### src/rtl/alu_issue_ctrl_if.sv
// Issue-controller bus: decode request, ALU drive/return, write-back and CPSR flag access.
// master = environment (decode, ALU, register file); slave = alu_issue_ctrl.
interface alu_issue_ctrl_if #(
    parameter int unsigned RD_W = 4
);
    logic            req_valid;
    logic            req_ready;
    logic [4:0]      req_op;
    logic [3:0]      req_cond;
    logic            req_s;
    logic [RD_W-1:0] req_rd;
    logic [31:0]     req_a;
    logic [31:0]     req_b;
    logic            req_shcout;

    logic [4:0]      alu_op;
    logic [31:0]     alu_a;
    logic [31:0]     alu_b;
    logic            alu_cin;
    logic [31:0]     alu_r;
    logic [3:0]      alu_flag;

    logic            wb_valid;
    logic            wb_we;
    logic            wb_skip;
    logic [RD_W-1:0] wb_rd;
    logic [31:0]     wb_data;

    logic            flag_wr;
    logic [3:0]      flag_wdata;
    logic [3:0]      flags;

    modport master (
        output req_valid, req_op, req_cond, req_s, req_rd, req_a, req_b, req_shcout,
        input  req_ready,
        input  alu_op, alu_a, alu_b, alu_cin,
        output alu_r, alu_flag,
        input  wb_valid, wb_we, wb_skip, wb_rd, wb_data,
        output flag_wr, flag_wdata,
        input  flags
    );

    modport slave (
        input  req_valid, req_op, req_cond, req_s, req_rd, req_a, req_b, req_shcout,
        output req_ready,
        output alu_op, alu_a, alu_b, alu_cin,
        input  alu_r, alu_flag,
        output wb_valid, wb_we, wb_skip, wb_rd, wb_data,
        input  flag_wr, flag_wdata,
        output flags
    );
endinterface

### src/rtl/alu_issue_ctrl.sv
// Sequences one data-processing instruction at a time through the ALU and owns the CPSR flags.
// Define ALU_COND_EVAL_EN to enable ARM condition-code evaluation (otherwise all ops run as AL).
module alu_issue_ctrl #(
    parameter logic [3:0]  FLAG_RST = 4'b0000,
    parameter int unsigned RD_W     = 4
) (
    input logic         clk,
    input logic         reset,
    alu_issue_ctrl_if.slave bus
);
    typedef enum logic [1:0] {StIdle, StCond, StExec, StWb} state_e;

    state_e          state_q, state_d;
    logic [4:0]      op_q;
    logic            s_q;
    logic [RD_W-1:0] rd_q;
    logic [31:0]     a_q, b_q;
    logic            shcout_q;
    logic            skip_q;
    logic [31:0]     r_q;
    logic [3:0]      flag_res_q;
    logic [3:0]      flags_q, flags_d;
    logic            cond_ok;
    logic            is_cmp;
    logic            is_arith;
    logic            accept;

`ifdef ALU_COND_EVAL_EN
    logic [3:0] cond_q;

    // flags are {C,Z,V,N}
    function automatic logic cond_pass(input logic [3:0] cond, input logic [3:0] f);
        logic c, z, v, n;
        {c, z, v, n} = f;
        unique case (cond)
            4'h0:    cond_pass = z;
            4'h1:    cond_pass = !z;
            4'h2:    cond_pass = c;
            4'h3:    cond_pass = !c;
            4'h4:    cond_pass = n;
            4'h5:    cond_pass = !n;
            4'h6:    cond_pass = v;
            4'h7:    cond_pass = !v;
            4'h8:    cond_pass = c && !z;
            4'h9:    cond_pass = !c || z;
            4'ha:    cond_pass = (n == v);
            4'hb:    cond_pass = (n != v);
            4'hc:    cond_pass = !z && (n == v);
            4'hd:    cond_pass = z || (n != v);
            4'he:    cond_pass = 1'b1;
            default: cond_pass = 1'b0;
        endcase
    endfunction

    // Address ops (1xxxx) bypass the condition check.
    assign cond_ok     = op_q[4] | cond_pass(cond_q, flags_q);
    assign bus.wb_skip = (state_q == StWb) & skip_q;

    always_ff @(posedge clk) begin
        if (reset) begin
            cond_q <= 4'he;
        end else if (accept) begin
            cond_q <= bus.req_cond;
        end
    end
`else
    assign cond_ok     = 1'b1;
    assign bus.wb_skip = 1'b0;
`endif

    assign accept   = (state_q == StIdle) & bus.req_valid;
    assign is_cmp   = (op_q[4:2] == 3'b010);
    assign is_arith = (op_q[3:1] inside {3'd1, 3'd2, 3'd3, 3'd5});

    always_comb begin
        state_d = state_q;
        unique case (state_q)
            StIdle:  if (bus.req_valid) state_d = StCond;
            StCond:  state_d = cond_ok ? StExec : StWb;
            StExec:  state_d = StWb;
            default: state_d = StIdle;
        endcase
    end

    always_comb begin
        flags_d = flags_q;
        if (state_q == StWb && !skip_q && !op_q[4] && (s_q || is_cmp)) begin
            if (is_arith) begin
                flags_d = flag_res_q;
            end else begin
                // Logical ops: C from the shifter, V preserved.
                flags_d = {shcout_q, flag_res_q[2], flags_q[1], flag_res_q[0]};
            end
        end
        if (bus.flag_wr) begin
            flags_d = bus.flag_wdata;
        end
    end

    always_ff @(posedge clk) begin
        if (reset) begin
            state_q    <= StIdle;
            op_q       <= 5'b10000;
            s_q        <= 1'b0;
            rd_q       <= '0;
            a_q        <= '0;
            b_q        <= '0;
            shcout_q   <= 1'b0;
            skip_q     <= 1'b0;
            r_q        <= '0;
            flag_res_q <= '0;
            flags_q    <= FLAG_RST;
        end else begin
            state_q <= state_d;
            flags_q <= flags_d;
            if (accept) begin
                op_q     <= bus.req_op;
                s_q      <= bus.req_s;
                rd_q     <= bus.req_rd;
                a_q      <= bus.req_a;
                b_q      <= bus.req_b;
                shcout_q <= bus.req_shcout;
            end
            if (state_q == StCond) begin
                skip_q <= !cond_ok;
            end
            if (state_q == StExec) begin
                r_q        <= bus.alu_r;
                flag_res_q <= bus.alu_flag;
            end
        end
    end

    assign bus.req_ready = (state_q == StIdle);
    assign bus.alu_op    = op_q;
    assign bus.alu_a     = a_q;
    assign bus.alu_b     = b_q;
    assign bus.alu_cin   = flags_q[3];
    assign bus.wb_valid  = (state_q == StWb);
    assign bus.wb_we     = (state_q == StWb) & !skip_q & !is_cmp;
    assign bus.wb_rd     = rd_q;
    assign bus.wb_data   = r_q;
    assign bus.flags     = flags_q;
endmodule
### src/flat_wrapper.sv
// flat-port wrapper written by rule: the top's interface ports become plain ports
module alu_issue_ctrl_flat 
#(
    parameter logic [3:0]  FLAG_RST = 4'b0000,
    parameter int unsigned RD_W     = 4
)
  (clk, reset, bus_req_valid, bus_req_op, bus_req_cond, bus_req_s, bus_req_rd, bus_req_a, bus_req_b, bus_req_shcout, bus_req_ready, bus_alu_op, bus_alu_a, bus_alu_b, bus_alu_cin, bus_alu_r, bus_alu_flag, bus_wb_valid, bus_wb_we, bus_wb_skip, bus_wb_rd, bus_wb_data, bus_flag_wr, bus_flag_wdata, bus_flags);
  alu_issue_ctrl_if #(.RD_W(RD_W)) bus_i ();
  input logic clk;
  input logic reset;
  input wire logic [$bits(bus_i.req_valid)-1:0] bus_req_valid;
  input wire logic [$bits(bus_i.req_op)-1:0] bus_req_op;
  input wire logic [$bits(bus_i.req_cond)-1:0] bus_req_cond;
  input wire logic [$bits(bus_i.req_s)-1:0] bus_req_s;
  input wire logic [$bits(bus_i.req_rd)-1:0] bus_req_rd;
  input wire logic [$bits(bus_i.req_a)-1:0] bus_req_a;
  input wire logic [$bits(bus_i.req_b)-1:0] bus_req_b;
  input wire logic [$bits(bus_i.req_shcout)-1:0] bus_req_shcout;
  output wire logic [$bits(bus_i.req_ready)-1:0] bus_req_ready;
  output wire logic [$bits(bus_i.alu_op)-1:0] bus_alu_op;
  output wire logic [$bits(bus_i.alu_a)-1:0] bus_alu_a;
  output wire logic [$bits(bus_i.alu_b)-1:0] bus_alu_b;
  output wire logic [$bits(bus_i.alu_cin)-1:0] bus_alu_cin;
  input wire logic [$bits(bus_i.alu_r)-1:0] bus_alu_r;
  input wire logic [$bits(bus_i.alu_flag)-1:0] bus_alu_flag;
  output wire logic [$bits(bus_i.wb_valid)-1:0] bus_wb_valid;
  output wire logic [$bits(bus_i.wb_we)-1:0] bus_wb_we;
  output wire logic [$bits(bus_i.wb_skip)-1:0] bus_wb_skip;
  output wire logic [$bits(bus_i.wb_rd)-1:0] bus_wb_rd;
  output wire logic [$bits(bus_i.wb_data)-1:0] bus_wb_data;
  input wire logic [$bits(bus_i.flag_wr)-1:0] bus_flag_wr;
  input wire logic [$bits(bus_i.flag_wdata)-1:0] bus_flag_wdata;
  output wire logic [$bits(bus_i.flags)-1:0] bus_flags;
  assign bus_i.req_valid = bus_req_valid;
  assign bus_i.req_op = bus_req_op;
  assign bus_i.req_cond = bus_req_cond;
  assign bus_i.req_s = bus_req_s;
  assign bus_i.req_rd = bus_req_rd;
  assign bus_i.req_a = bus_req_a;
  assign bus_i.req_b = bus_req_b;
  assign bus_i.req_shcout = bus_req_shcout;
  assign bus_req_ready = bus_i.req_ready;
  assign bus_alu_op = bus_i.alu_op;
  assign bus_alu_a = bus_i.alu_a;
  assign bus_alu_b = bus_i.alu_b;
  assign bus_alu_cin = bus_i.alu_cin;
  assign bus_i.alu_r = bus_alu_r;
  assign bus_i.alu_flag = bus_alu_flag;
  assign bus_wb_valid = bus_i.wb_valid;
  assign bus_wb_we = bus_i.wb_we;
  assign bus_wb_skip = bus_i.wb_skip;
  assign bus_wb_rd = bus_i.wb_rd;
  assign bus_wb_data = bus_i.wb_data;
  assign bus_i.flag_wr = bus_flag_wr;
  assign bus_i.flag_wdata = bus_flag_wdata;
  assign bus_flags = bus_i.flags;
  alu_issue_ctrl #(.FLAG_RST(FLAG_RST), .RD_W(RD_W)) u_core (.clk(clk), .reset(reset), .bus(bus_i));
endmodule
### config.mk
export PLATFORM = sky130hd
export DESIGN_NAME = alu_issue_ctrl_flat
export DESIGN_NICKNAME = d
export VERILOG_FILES = /design/src/rtl/alu_issue_ctrl_if.sv /design/src/rtl/alu_issue_ctrl.sv /design/src/flat_wrapper.sv
export SDC_FILE = /design/constraint.sdc
export NUM_CORES = 1
export LEC_CHECK = 0
export CAP_MARGIN = 20
export CELL_PAD_IN_SITES_DETAIL_PLACEMENT = 1
export CELL_PAD_IN_SITES_GLOBAL_PLACEMENT = 1
export CORE_AREA = 5 5 130 132
export CTS_BUF_LIST = sky130_fd_sc_hd__clkbuf_4 sky130_fd_sc_hd__clkbuf_8
export DETAILED_ROUTE_END_ITERATION = 10
export DIE_AREA = 0 0 135 137
export PLACE_DENSITY = 0.8
export SYNTH_ARGS = -nofsm -noshare
export SYNTH_HDL_FRONTEND = slang
export SYNTH_SLANG_ARGS = --single-unit
### constraint.sdc
create_clock -name clk -period 1.6 [get_ports clk]
set_input_delay 0.32 -clock clk [delete_from_list [all_inputs] [get_ports clk]]
set_output_delay 0.32 -clock clk [all_outputs]
set_load 0.02 [all_outputs]
Run 1, layout detail:
Window x 48 to 88, y 76 to 116 um. Cells in grey, sequential cells in the stronger grey; small squares are vias.
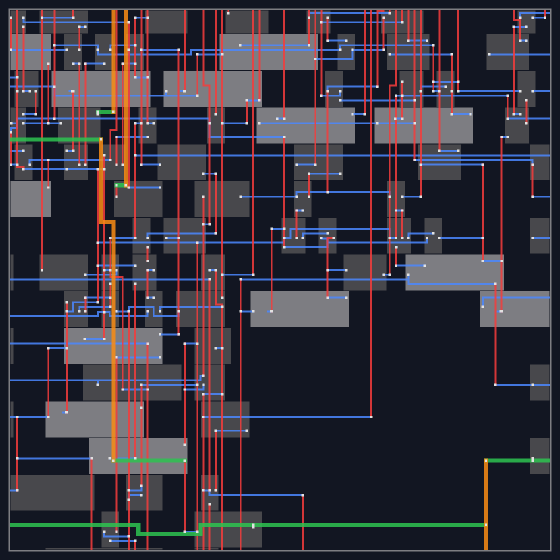
Key: blue = met1; orange = met4; green = met3; red = met2
Most frequent: nand2_1 (22), dfxtp_1 (11), a21oi_1 (10). Netlist names of flops here include u_core.bus.alu_a (8), u_core.bus.alu_op (3). Sequential cells in the window: 11. 70 logic cells have their middle in the window.

Run 1, logic cells by family:
Scale: 3 px per um.
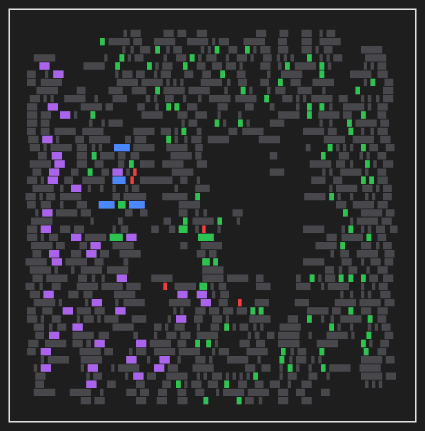
Key: purple = multiplexers [cells 40]; red = inverters [cells 5]; blue = adder and majority cells [cells 4, where left middle]; green = inverting AOI/OAI gates [cells 83]
post-route insts no fill: 957
logic share of the area: 24.4%
Top cell excl fill/tap: nand2_1

==> results.py, run 1 <==
# Synthesis and PnR figures
metrics = {
    "power_and_ir_drop": {
        "internal_power_uw": 5620,
        "clkPwrFrac_pct": 29.6,
        "p_seq_share_pct": 41.3,
        "leakagePower_uw": 0.00314,
        "powerDensity_nw_per_um2": 1160,
        "ir_worst_vdd_uv": 501,
    },
    "synth": {
        "syn_area_per_cell_um2": 8.63,
        "top_cells_by_area": "dfxtp_1 (55%), nand2_1 (13%), mux2i_1 (9.4%), a21oi_1 (8.9%), nor2_1 (3.9%)",
        "yosys.area_share.simple_pct": 19.1,
        "numSynthFlops": 117,
        "synth.logic.top_family": "simple AND/OR/NAND/NOR gates",
        "yosysTopAreaCell": "dfxtp_1",
        "netlist_area_um2": 4260,
        "yosys_warnings": 0,
        "async_flop_share_pct": 0,
    },
    "critical_path": {
        "cp.depth": 3,
        "cp_max_fo": 2,
        "crit_family": "flip-flops",
        "cp.buffers_inverters": 1,
        "setup.worst_path.start_class": "register",
        "required_ns": 1.28,
        "setup.worst_path.end": "bus_wb_we",
        "reg2reg_depth": 5,
    },
    "cells_and_area": {
        "clk_share_pct": 4.96,
        "buffers": 253,
    },
    "sta": {
        "fin_setup_tns_ns": 0,
        "maxSlewHeadroom_pct": 65.1,
    },
    "flow_run": {
        "cap_violations": 0,
    },
    "placed_design": {
        "numPlacedInstances": 926,
    },
    "clock_network": {
        "path_clk_slew_ns": 0.06,
        "ctsHtreeMaxLevel": 4,
    },
    "drt": {
        "drtAntennaViolNets": 0,
    },
    "outcome": {
        "status": "finished, final reports clean",
    },
    "die": {
        "fp_util_pct": 27.3,
        "die_h_um": 137,
    },
    "global_routing": {
        "antenna_found_initial": 0,
        "grt_first_pass_wirelength_mm": 23.9,
    },
    "min_path": {
        "hold_depth": 2,
    },
}
Run 1, routing congestion map:
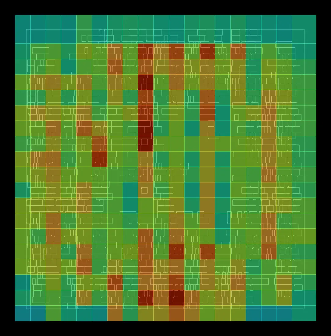
drt wl/cell: 15.8 um
met2 Resource Use GR: 30.3%
Final Core Density: 45.7%
met3 usage: 6.73%

## run 1: cell usage after synthesis, types with 2 or more instances
library cell  count
a211oi_1          2
a21oi_1          76
buf_2            15
buf_4             4
clkbuf_1         16
dfxtp_1         117
ha_1              4
inv_1             5
mux2i_1          40
nand2_1         153
nand2b_1          2
nor2_1           44
## run 1: stage by stage
| step | area, um2 | hold slack (ns) | power (uW) | utilization [%] | setup WS (ns) |
|---|---|---|---|---|---|
| floorplan | 4260 | 0.433 | 4780 | - | 0.0633 |
| global placement | 6910 | 0.441 | 6050 | 44.3 | -0.0174 |
| detailed placement | 6910 | 0.447 | 6160 | 44.3 | -0.0911 |
| CTS | 7120 | 0.340 | 8440 | 45.7 | -0.0192 |
| global route | 7130 | 0.356 | 8780 | 45.7 | -0.0403 |
| finish | 7130 | 0.371 | 8290 | 45.7 | 0.0313 |
## run 1: metal layers
metal / up-vias / wire length [um] / share of wire [%] / track usage, %
met5: - / 0 / 0 / 0
met4: 0 / 285 / 1.9 / 5.60
met3: 23 / 1290 / 8.5 / 6.73
met2: 151 / 7920 / 52 / 30.3
met1: 2020 / 5650 / 37 / 16.5
li1: 2065 / - / - / -
## run 1: sequential cells by signal (all words and copies together) (netlist names)
| name | count |
|---|---|
| u_core.bus.alu_op | 5 |
| u_core.s_q | 1 |
| u_core.bus.alu_b | 32 |
| u_core.bus.wb_data | 32 |
| u_core.shcout_q | 1 |
| u_core.flag_res_q | 4 |
| u_core.bus.wb_rd | 4 |
| u_core.state_q | 2 |
| u_core.bus.alu_a | 32 |
| u_core.bus.flags | 4 |
## run 1: repair_timing
item                                    4_1_cts  5_1_grt
hold endpoints to repair                      0        0
endpoints found under the setup margin      114       42
gates resized                               127        7
Run 1, metal 2:
Scale: 2 px per um.
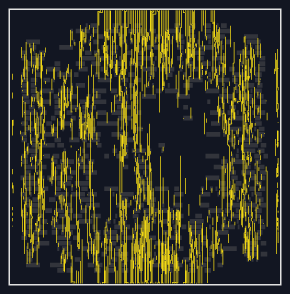

==> run 2, diff against run 1 <==
Settings changed: SETUP_SLACK_MARGIN from default to 0.2.
Run 2, metal 2:
Scale: 2 px per um.
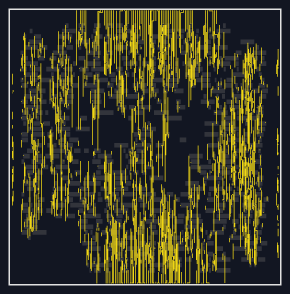
The layer holds 52% of the routed length. 775 nets have wire on it. The layer carries 8570 um of wire. The longest straight run is 43.2 um. The wires run mostly vertical.
met2 Resource Use GR: 30.8%
final WL: 16.5 mm

Run 2, layout detail:
Window x 48 to 88, y 76 to 116 um. Cells in grey, sequential cells in the stronger grey; small squares are vias.
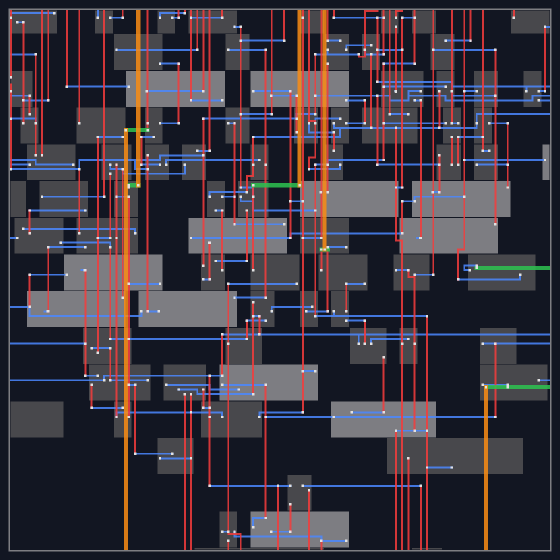

==> run 2 against run 1 <==
Net effect:
- non-clock buffer count rose by 11
- first-iteration DRC count fell by 31%
- clock-buffer cell count is 1 higher
- area after synthesis did not move
- setup slack improved by 0.035 ns
- maximum frequency increased by 2.3%
- largest power group unchanged
- cell count up 1.0%
- clock power grew 9.8%
- sequential power is essentially flat
- core utilization increased by 1.3 points
- register-to-register slack got worse by 0.05 ns
==> results.py, run 2 <==
# Synthesis and PnR figures
metrics = {
    "critical_path": {
        "cp.depth": 3,
        "crit_family": "flip-flops",
        "setup.worst_path.start_class": "register",
        "reg2reg_depth": 9,
        "cp_max_fo": 4,
        "cp.buffers_inverters": 1,
    },
    "power_and_ir_drop": {
        "p_seq_share_pct": 38.2,
        "leakagePower_uw": 0.00304,
        "internal_power_uw": 6160,
        "clkPwrFrac_pct": 29.8,
    },
    "synth": {
        "top_cells_by_area": "dfxtp_1 (55%), nand2_1 (13%), mux2i_1 (9.4%), a21oi_1 (8.9%), nor2_1 (3.9%)",
        "top_cell": "nand2_1",
    },
    "global_routing": {
        "antenna_found_initial": 1,
    },
    "die": {
        "fp_util_pct": 27.3,
    },
    "drt": {
        "drtAntennaViolNets": 0,
        "highest_layer": "met5",
    },
    "sta": {
        "timing.hold.ws_ns": 0.241,
        "worst_slack_ns": 0.0664,
    },
    "clock_network": {
        "path_clk_slew_ns": 0.07,
    },
    "cells_and_area": {
        "fin_util_pct": 47.0,
        "stdcell_area_um2": 7330,
    },
    "flow_run": {
        "cap_violations": 0,
    },
    "min_path": {
        "hold_depth": 2,
    },
    "outcome": {
        "status": "finished, final reports clean",
    },
}
## run 2: cell counts after synthesis
Identical to the previous run, type by type.
## run 2: worst paths after layout
kind                         from              endpoint
max          u_core.bus.alu_op[2]             bus_wb_we
min                         reset  u_core.bus.alu_a[31]
max reg2reg     u_core.state_q[0]   u_core.bus.alu_b[0]
min reg2reg   u_core.bus.wb_rd[0]   u_core.bus.wb_rd[0]
## run 2: kinds of logic (layout without fill, tap and decap cells)
| kind of cell | after synthesis | after routing | synth area share (%) |
|---|---|---|---|
| flops | 117 | 117 | 55.0 |
| mux | 40 | 40 | 9.41 |
| other cells | 1 | 1 | 0.0881 |
| compound gates | 85 | 85 | 10.8 |
| buf+inv | 41 | 299 | 4.41 |
| fa+ha+maj | 4 | 4 | 1.18 |
| simple gates | 205 | 205 | 19.1 |
## run 2: area by class of cell
type / count / area [um2] / share of cell area (%)
repair buffers: 264 / 2390 / 32.5
flip-flops and latches: 117 / 2360 / 32.1
multi-input cells: 335 / 1910 / 26.0
clock buffers: 21 / 289 / 3.94
well taps: 216 / 270 / 3.69
clock inverters: 9 / 103 / 1.40
inverters: 5 / 18.8 / 0.256
## run 2: per-stage QoR
stage / power, uW / cells
finish: 9020 / 967
global route: 9530 / 967
global placement: 6050 / 920
floorplan: 4820 / 493
CTS: 9150 / 961
detailed placement: 6170 / 920
## run 2: layer usage
metal	vias to the layer above	GRT usage [%]
met5	-	0
met4	2	6.10
met3	29	6.99
met2	159	30.8
met1	2079	18.2
li1	2088	-
## run 2: what timing repair did
action	CTS	global route
gates cloned	5	1
setup endpoints to repair	199	177
buffers inserted	6	5
pin swaps	1	3
gates resized	376	123
Run 2, where the registers sit:
Scale: 3 px per um.
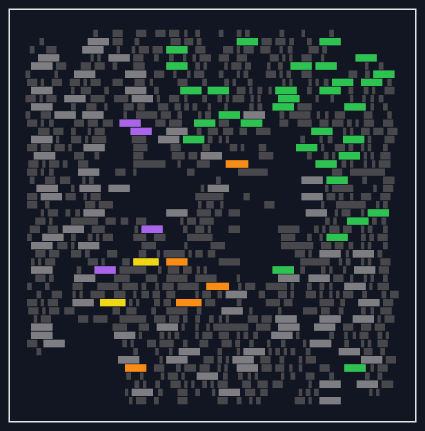

==> run 3, diff against run 2 <==
Settings changed: CORE_AREA 5 5 130 132 to 5 5 140 142, CTS_BUF_LIST sky130_fd_sc_hd__clkbuf_4 sky130_fd_sc_hd__clkbuf_8 to default, DIE_AREA 0 0 135 137 to 0 0 145 147, PLACE_DENSITY 0.8 to 0.72.
Clock period 1.6 ns to 1.3 ns, I/O delays scaled along.
Run 3, where the registers sit:
Scale: 3 px per um.
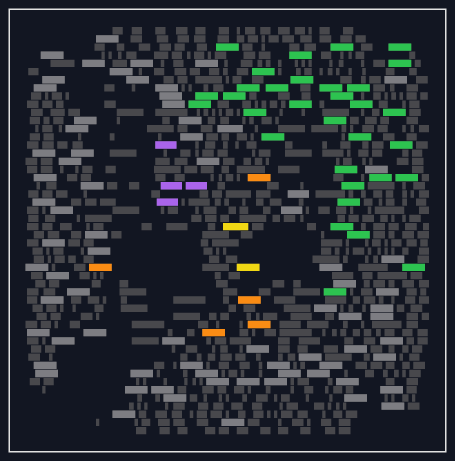
Key: orange = u_core.bus.alu_op [flops 5]; purple = u_core.flag_res_q [flops 4]; green = u_core.bus.alu_b [flops 32]; yellow = u_core.state_q [flops 2]
Another 74 sequential cells are not coloured.
P_seq: 4410 uW
Final Core Density: 48.7%
FF/Latch Area: 2490 um2
Seq area share: 27.8%

Run 3, routing congestion map:
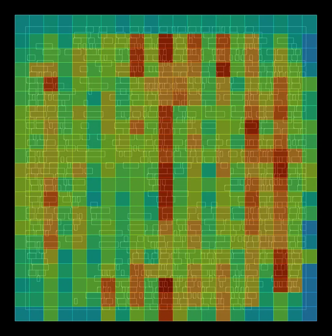
drt wl/cell: 17.8 um
grt met1 use: 16.9%

==> run 3 against run 2 <==
Net effect:
- the flow now finishes with violations (negative setup slack)
- core utilization increased by 1.7 points
- via count increased by 5.6%
- critical path depth is 5 higher
- synthesized cell count unchanged
- sequential power is 28% higher
- global-route usage down 1.6 points
- design area up 22%
- die area increased by 15%
- first-iteration DRC count increased by 2.5%
- routed wire length increased by 11%
- hold slack worse by 0.056 ns
- critical path type is now reg -> reg
- critical endpoint is now u_core.bus.alu_b[7]
- largest power group is now the clock network
==> results.py, run 3 <==
# Synthesis and PnR figures
metrics = {
    "synth": {
        "async_flop_share_pct": 0,
        "syn_area_per_cell_um2": 8.63,
        "netlist_area_um2": 4260,
        "yosysTopAreaCell": "dfxtp_1",
        "top_cells_by_count": "nand2_1 (153), dfxtp_1 (117), a21oi_1 (76)",
        "top_cells_by_area": "dfxtp_1 (55%), nand2_1 (13%), mux2i_1 (9.4%), a21oi_1 (8.9%), nor2_1 (3.9%)",
        "numSynthFlops": 117,
        "synth_cell_types": 27,
        "yosys_warnings": 0,
    },
    "critical_path": {
        "crit_family": "buffers and inverters",
        "reg2reg_depth": 8,
        "setup.worst_path.start_class": "register",
        "cpPeakStageDelay_ns": 0.35,
        "required_ns": 1.62,
        "cp.buffers_inverters": 4,
        "r2r_end": "u_core.bus.alu_b[7]",
    },
    "placed_design": {
        "numPlacedInstances": 946,
        "dp_hpwl_mm": 11.8,
    },
    "power_and_ir_drop": {
        "powerComb_uw": 4640,
        "p_seq_share_pct": 31.5,
        "clkPwrFrac_pct": 35.4,
        "leakagePower_uw": 0.00363,
        "internal_power_uw": 9840,
        "total_power_uw": 14000,
        "powerDensity_nw_per_um2": 1570,
    },
    "clock_network": {
        "ctsHtreeMaxLevel": 4,
        "cts_tree": "yes",
        "cts_setup_buffers": 23,
        "path_clk_slew_ns": 0.06,
    },
    "outcome": {
        "violations": "negative setup slack",
        "status": "finished, violations left",
    },
    "sta": {
        "min_period_ns": 1.48,
        "setup_viol": 117,
        "worst_slack_ns": -0.184,
    },
    "min_path": {
        "hold_depth": 2,
        "min_to": "u_core.shcout_q",
        "hp-start": "reset",
    },
    "die": {
        "fp_util_pct": 23.2,
        "die_h_um": 147,
    },
    "drt": {
        "drtAntennaViolNets": 0,
    },
    "global_routing": {
        "grt_first_pass_wirelength_mm": 26.9,
        "grt_max_degree": 51,
        "antenna_found_initial": 0,
    },
    "flow_run": {
        "cap_violations": 0,
    },
}
run 3: cell types whose count changed in the layout (fill, tap and decap cells not counted), sizes merged:
| cell | delta |
|---|---|
| buf | +59 |
| clkdlybuf4s15 | -11 |
| bufbuf | -2 |
| bufinv | +2 |
| inv | +2 |
| clkinv | +1 |
| clkinvlp | -1 |
| dlygate4sd2 | -1 |
run 3: metal layers:
metal  vias up  share of wire [%]  global-route usage, %
met1      2225                 39                   16.9
met2       157                 54                   28.1
met3        25                5.8                   5.18
li1       2192                  -                      -
met5         -                  0                      0
met4         0                1.9                   5.89
run 3: logic make-up after synthesis:
kind of cell,count (synthesis),share of synthesized area (%)
simple gates,205,19.1
flops,117,55.0
compound gates,85,10.8
buf+inv,41,4.41
mux,40,9.41
fa+ha+maj,4,1.18
other cells,1,0.0881
run 3: final cells by class:
class,instances,share of cell area (%)
well taps,234,3.28
inverters,5,0.294
repair buffers,311,38.4
clock inverters,13,2.00
clock buffers,19,4.96
flip-flops and latches,117,27.8
multi-input cells,335,23.2
run 3: per-stage QoR:
| step | cell area [um2] | TNS, ns |
|---|---|---|
| global route | 8930 | -19.90 |
| floorplan | 4380 | -0.00656 |
| global placement | 7020 | -12.17 |
| finish | 8930 | -12.73 |
| CTS | 8390 | -11.60 |
| detailed placement | 7020 | -16.51 |
run 3: worst max-delay path by stage:
stage / start / endpoint / slack [ns] / depth (start not counted)
after CTS: u_core.state_q[1] / bus_req_ready / -0.20 / 4
after floorplan: u_core.state_q[0] / u_core.bus.flags[1] / -0.007 / 5
final: u_core.state_q[1] / u_core.bus.alu_b[7] / -0.18 / 8
after detailed placement: bus_flag_wr / u_core.bus.flags[3] / -0.23 / 5
after global routing: u_core.state_q[0] / u_core.bus.alu_b[16] / -0.24 / 9
after global placement: u_core.state_q[1] / bus_wb_we / -0.20 / 3
Power figures rest on the tool's default switching activity, not on a simulated workload.
